### config.mk
export PLATFORM = sky130hd
export DESIGN_NAME = d24_arbiter_flat
export DESIGN_NICKNAME = d
export VERILOG_FILES = /design/src/rtl/d24_arbiter_if.sv /design/src/rtl/d24_arbiter.sv /design/src/flat_wrapper.sv
export SDC_FILE = /design/constraint.sdc
export NUM_CORES = 1
export LEC_CHECK = 0
export ABC_AREA = 1
export CORE_MARGIN = 4
export CORE_UTILIZATION = 50
export DETAILED_ROUTE_END_ITERATION = 8
export PLACE_DENSITY = 0.79
export SYNTH_ARGS = -nofsm -noshare
export SYNTH_HDL_FRONTEND = slang
export SYNTH_SLANG_ARGS = --single-unit
### constraint.sdc
create_clock -name clk -period 3.3 [get_ports clk]
set_input_delay 0.66 -clock clk [delete_from_list [all_inputs] [get_ports clk]]
set_output_delay 0.66 -clock clk [all_outputs]
set_load 0.01 [all_outputs]
### src/rtl/d24_arbiter_if.sv
// rtl/d24_arbiter_if.sv - request/grant bundle between requesters and the d24 arbiter
interface d24_arbiter_if;
    logic [3:0] req;
    logic [3:0] gnt;
    logic [1:0] gnt_idx;
    logic       gnt_vld;
    logic [7:0] hold_cnt;

    modport master (
        output req,
        input  gnt,
        input  gnt_idx,
        input  gnt_vld,
        input  hold_cnt
    );

    modport slave (
        input  req,
        output gnt,
        output gnt_idx,
        output gnt_vld,
        output hold_cnt
    );
endinterface

### src/rtl/d24_arbiter.sv
// rtl/d24_arbiter.sv - 4-way round-robin arbiter with bounded hold time and decoded grant
module d24_arbiter #(
    parameter int MAX_HOLD = 8
) (
    input  logic          clk,
    input  logic          rst_n,
    d24_arbiter_if.slave  bus
);

    localparam logic [7:0] HOLD_LAST = 8'(MAX_HOLD - 1);

    typedef enum logic {
        IDLE = 1'b0,
        BUSY = 1'b1
    } state_t;

    state_t     r_state;
    logic [1:0] r_ptr;
    logic [3:0] r_gnt;
    logic [1:0] r_gnt_idx;
    logic       r_gnt_vld;
    logic [7:0] r_hold_cnt;

    logic [3:0] w_mask;
    logic [3:0] w_cand;
    logic       w_found;
    logic [1:0] w_win;
    logic       w_own_req;

    function automatic logic [3:0] f_decode(input logic [1:0] idx);
        f_decode = 4'(4'b0001 << idx);
    endfunction

    // The current grantee is masked out so a timeout only rotates to someone else.
    always_comb begin
        w_mask    = r_gnt_vld ? f_decode(r_gnt_idx) : 4'b0000;
        w_cand    = bus.req & ~w_mask;
        w_own_req = bus.req[r_gnt_idx];
        w_found   = 1'b0;
        w_win     = r_ptr;
        for (int i = 3; i >= 0; i--) begin
            if (w_cand[r_ptr + 2'(i)]) begin
                w_found = 1'b1;
                w_win   = r_ptr + 2'(i);
            end
        end
    end

    always_ff @(posedge clk or negedge rst_n) begin
        if (!rst_n) begin
            r_state    <= IDLE;
            r_ptr      <= 2'd0;
            r_gnt      <= 4'b0000;
            r_gnt_idx  <= 2'd0;
            r_gnt_vld  <= 1'b0;
            r_hold_cnt <= 8'd0;
        end else begin
            case (r_state)
                IDLE: begin
                    if (w_found) begin
                        r_state    <= BUSY;
                        r_gnt      <= f_decode(w_win);
                        r_gnt_idx  <= w_win;
                        r_gnt_vld  <= 1'b1;
                        r_hold_cnt <= 8'd0;
                        r_ptr      <= w_win + 2'd1;
                    end
                end
                BUSY: begin
                    // Release is tested first so it wins over a coincident timeout.
                    if (!w_own_req) begin
                        if (w_found) begin
                            r_gnt      <= f_decode(w_win);
                            r_gnt_idx  <= w_win;
                            r_hold_cnt <= 8'd0;
                            r_ptr      <= w_win + 2'd1;
                        end else begin
                            r_state    <= IDLE;
                            r_gnt      <= 4'b0000;
                            r_gnt_vld  <= 1'b0;
                            r_hold_cnt <= 8'd0;
                        end
                    end else if (r_hold_cnt >= HOLD_LAST) begin
                        if (w_found) begin
                            r_gnt      <= f_decode(w_win);
                            r_gnt_idx  <= w_win;
                            r_hold_cnt <= 8'd0;
                            r_ptr      <= w_win + 2'd1;
                        end else begin
                            r_hold_cnt <= 8'd0;
                            r_ptr      <= r_gnt_idx + 2'd1;
                        end
                    end else begin
                        r_hold_cnt <= r_hold_cnt + 8'd1;
                    end
                end
                default: begin
                    r_state   <= IDLE;
                    r_gnt     <= 4'b0000;
                    r_gnt_vld <= 1'b0;
                end
            endcase
        end
    end

    assign bus.gnt      = r_gnt;
    assign bus.gnt_idx  = r_gnt_idx;
    assign bus.gnt_vld  = r_gnt_vld;
    assign bus.hold_cnt = r_hold_cnt;

endmodule

### src/flat_wrapper.sv
// flat-port wrapper written by rule: the top's interface ports become plain ports
module d24_arbiter_flat 
#(
    parameter int MAX_HOLD = 8
)
  (clk, rst_n, bus_req, bus_gnt, bus_gnt_idx, bus_gnt_vld, bus_hold_cnt);
  d24_arbiter_if bus_i ();
  input  logic clk;
  input  logic rst_n;
  input wire logic [$bits(bus_i.req)-1:0] bus_req;
  output wire logic [$bits(bus_i.gnt)-1:0] bus_gnt;
  output wire logic [$bits(bus_i.gnt_idx)-1:0] bus_gnt_idx;
  output wire logic [$bits(bus_i.gnt_vld)-1:0] bus_gnt_vld;
  output wire logic [$bits(bus_i.hold_cnt)-1:0] bus_hold_cnt;
  assign bus_i.req = bus_req;
  assign bus_gnt = bus_i.gnt;
  assign bus_gnt_idx = bus_i.gnt_idx;
  assign bus_gnt_vld = bus_i.gnt_vld;
  assign bus_hold_cnt = bus_i.hold_cnt;
  d24_arbiter #(.MAX_HOLD(MAX_HOLD)) u_core (.clk(clk), .rst_n(rst_n), .bus(bus_i));
endmodule
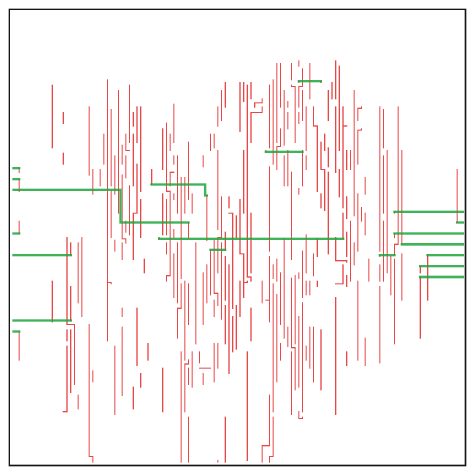
(images/layers.png)
(8 px per um) Two of the layers only.
Green is M3, wire length 126 um. Red is M2, wire length 1320 um.
Vias: 1087
routed wire length: 2.681 mm
GRT Resource Usage Total: 0.1867
wire per inst: 12.95 um

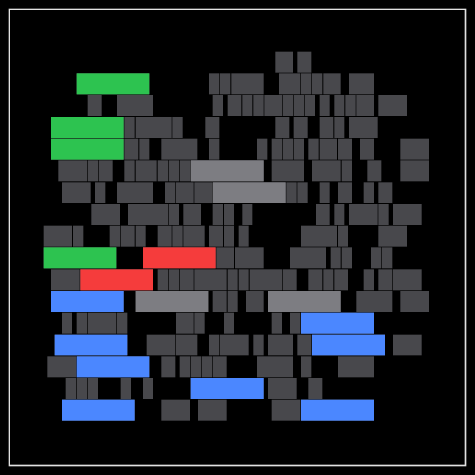
(images/ff_map.png)
(8 px per um) Other sequential cells in the stronger grey, the rest of the logic in the fainter grey.
Blue is `u_core.bus.hold_cnt`, sequential cells 8. Green is `u_core.bus.gnt`, sequential cells 4. Red is `u_core.bus.gnt_idx`, sequential cells 2.
power consumed by sequential cells: 0.406 mW
end-of-flow core utilization: 0.6504
FF+latch area: 450.4 um2

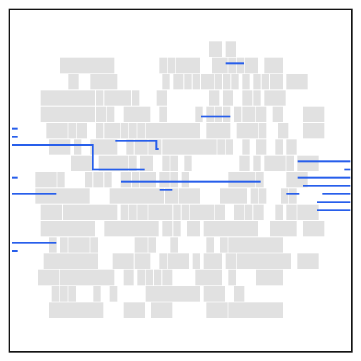
(images/m3.png)
(6 px per um)
20 nets have wire on it. The longest straight run is 23.0 um. The layer carries 126 um of wire. The wires run mostly horizontal.
met3 track utilization from global routing: 0.03908

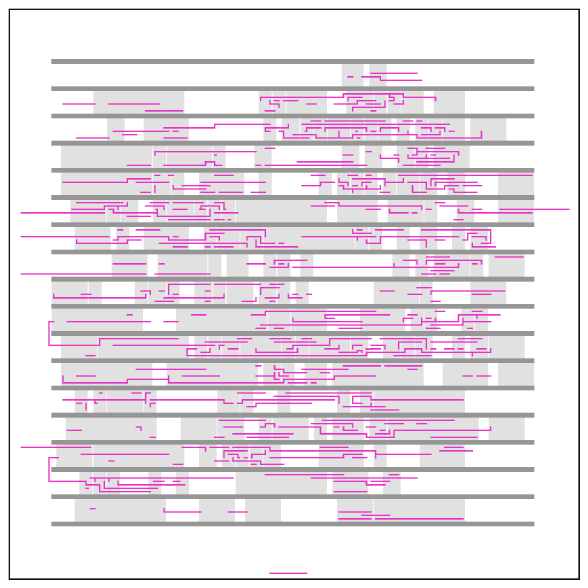
(images/m1.png)
(10 px per um) Supply wires on this layer in grey.
The layer carries 1230 um of wire. The wires run mostly horizontal. The layer holds 46% of the routed length. The longest straight run is 17.9 um. 171 nets have wire on it.
global-route met1 utilization: 0.2582

[per-stage QoR]
stage / hold WS [ps] / cell area (um2) / cells
after global placement: 501.5 / 1416 / 203
after detailed placement: 510.0 / 1416 / 203
after floorplan: 364.4 / 1192 / 156
after global routing: 539.7 / 1453 / 207
final: 525.1 / 1453 / 207
after CTS: 525.6 / 1453 / 207
[logic make-up after synthesis]
logic type / after synthesis
buffers and inverters: 20
adder cells (fa/ha/maj): 9
AND-OR/OR-AND: 12
flip-flops: 18
AND/OR/NAND/NOR: 97
[area by class of cell]
cell class	instances	area share
timing repair buffer	20	0.1378
inverter	19	0.05426
sequential	18	0.3101
multi-input combinational	118	0.4488
tap	28	0.02412
clock buffer	4	0.02498
==> job_summary.md <==
### Flow metrics

| Metric | Value |
|---|---|
| Area of the mapped netlist | `approximately 1200 um2` |
| Flip-flop cell with the highest count after synthesis | `sky130_fd_sc_hd__dfrtp_1` |
| Kind of path behind the tightest hold check | `reg2reg` |
| WP data arrival | `2560 ps` |
| EDFF count, synth | `0` |
| Status | `completed` |
| Number of max-cap violations | `0` |
| Y dimension of the die | `56.84 um` |
| Most instantiated logic cell after routing | `sky130_fd_sc_hd__nand2_1` |
| Total grt overflow | `0` |
| Power consumed by combinational cells | `~1.1 mW` |
| Worst reg2reg setup slack | `920 ps` |
| Top cells by area | `sky130_fd_sc_hd__dfrtp_1 (38%), sky130_fd_sc_hd__nand2_1 (13%), sky130_fd_sc_hd__ha_1 (9.4%)` |
| Fraction of layout instances using a drive strength above 1 | `0.1453` |
| Commonest cells after routing, fill and taps aside | `sky130_fd_sc_hd__nand2_1 (41), sky130_fd_sc_hd__clkdlybuf4s50_1 (20), sky130_fd_sc_hd__nor2_1 (19), sky130_fd_sc_hd__dfrtp_1 (18)` |
| Fillers | `between 200 and 250` |
| Clock tree root buffer cell | `sky130_fd_sc_hd__clkbuf_4` |
| Final number of hold-violating endpoints | `0` |
| HPWL after detailed placement | `2.106 mm` |
| Most used cell, CP | `sky130_fd_sc_hd__nand2_1` |
| Iteration-0 DRC Markers | `56` |
| Post-synthesis sequential area ratio | `0.3778` |
| Clock net sink count | `18` |
| Critical path required time | `approximately 3500 ps` |
| Avg Vias per Cell | `around 5.3` |
| RSZ-0062 raised after global routing | `no` |
| Commonest cells in the synthesized netlist | `sky130_fd_sc_hd__nand2_1 (41), sky130_fd_sc_hd__nor2_1 (19), sky130_fd_sc_hd__dfrtp_1 (18), sky130_fd_sc_hd__inv_1 (14), sky130_fd_sc_hd__nand3_1 (14)` |
| Stage-log warning count | `32` |
| Top cell area share | `0.3778` |
| Floorplan core density | `0.5339` |
| Max-slew violations | `0` |
| Final total power | `approximately 1.6 mW` |
| Pwr/cell area | `1131 nW/um2` |
| Final-stage net count | `between 150 and 200` |
| Source of the worst register-to-register timing path | `u_core.bus.gnt_idx[0]$_DFFE_PN0P_` |
| Maximum clock frequency | `between 400 and 500 MHz` |
| Category of the worst setup path launch point | `flop` |
| Highest signal layer in the routed design | `met3` |
| Timing startpoint of the critical path | `u_core.bus.gnt_idx[0]$_DFFE_PN0P_` |
| Wire length of the first global-routing pass | `a little under 5 mm` |
| Setup CP Type | `reg2reg` |
| Count of mapped cells out of synthesis | `roughly 160` |
| Synth warn | `0` |
| Setup ws final | `923.3 ps` |
| Xor-xnor portion of the synthesized cell area | `0` |
| Routability cong. | `around 0.85` |
| Most frequent cell after synthesis | `sky130_fd_sc_hd__nand2_1` |
| Setup Total Neg Slack | `0 ps` |
| Period Utilization, post-route | `0.7202` |
Power is estimated from default activity; no workload was simulated.
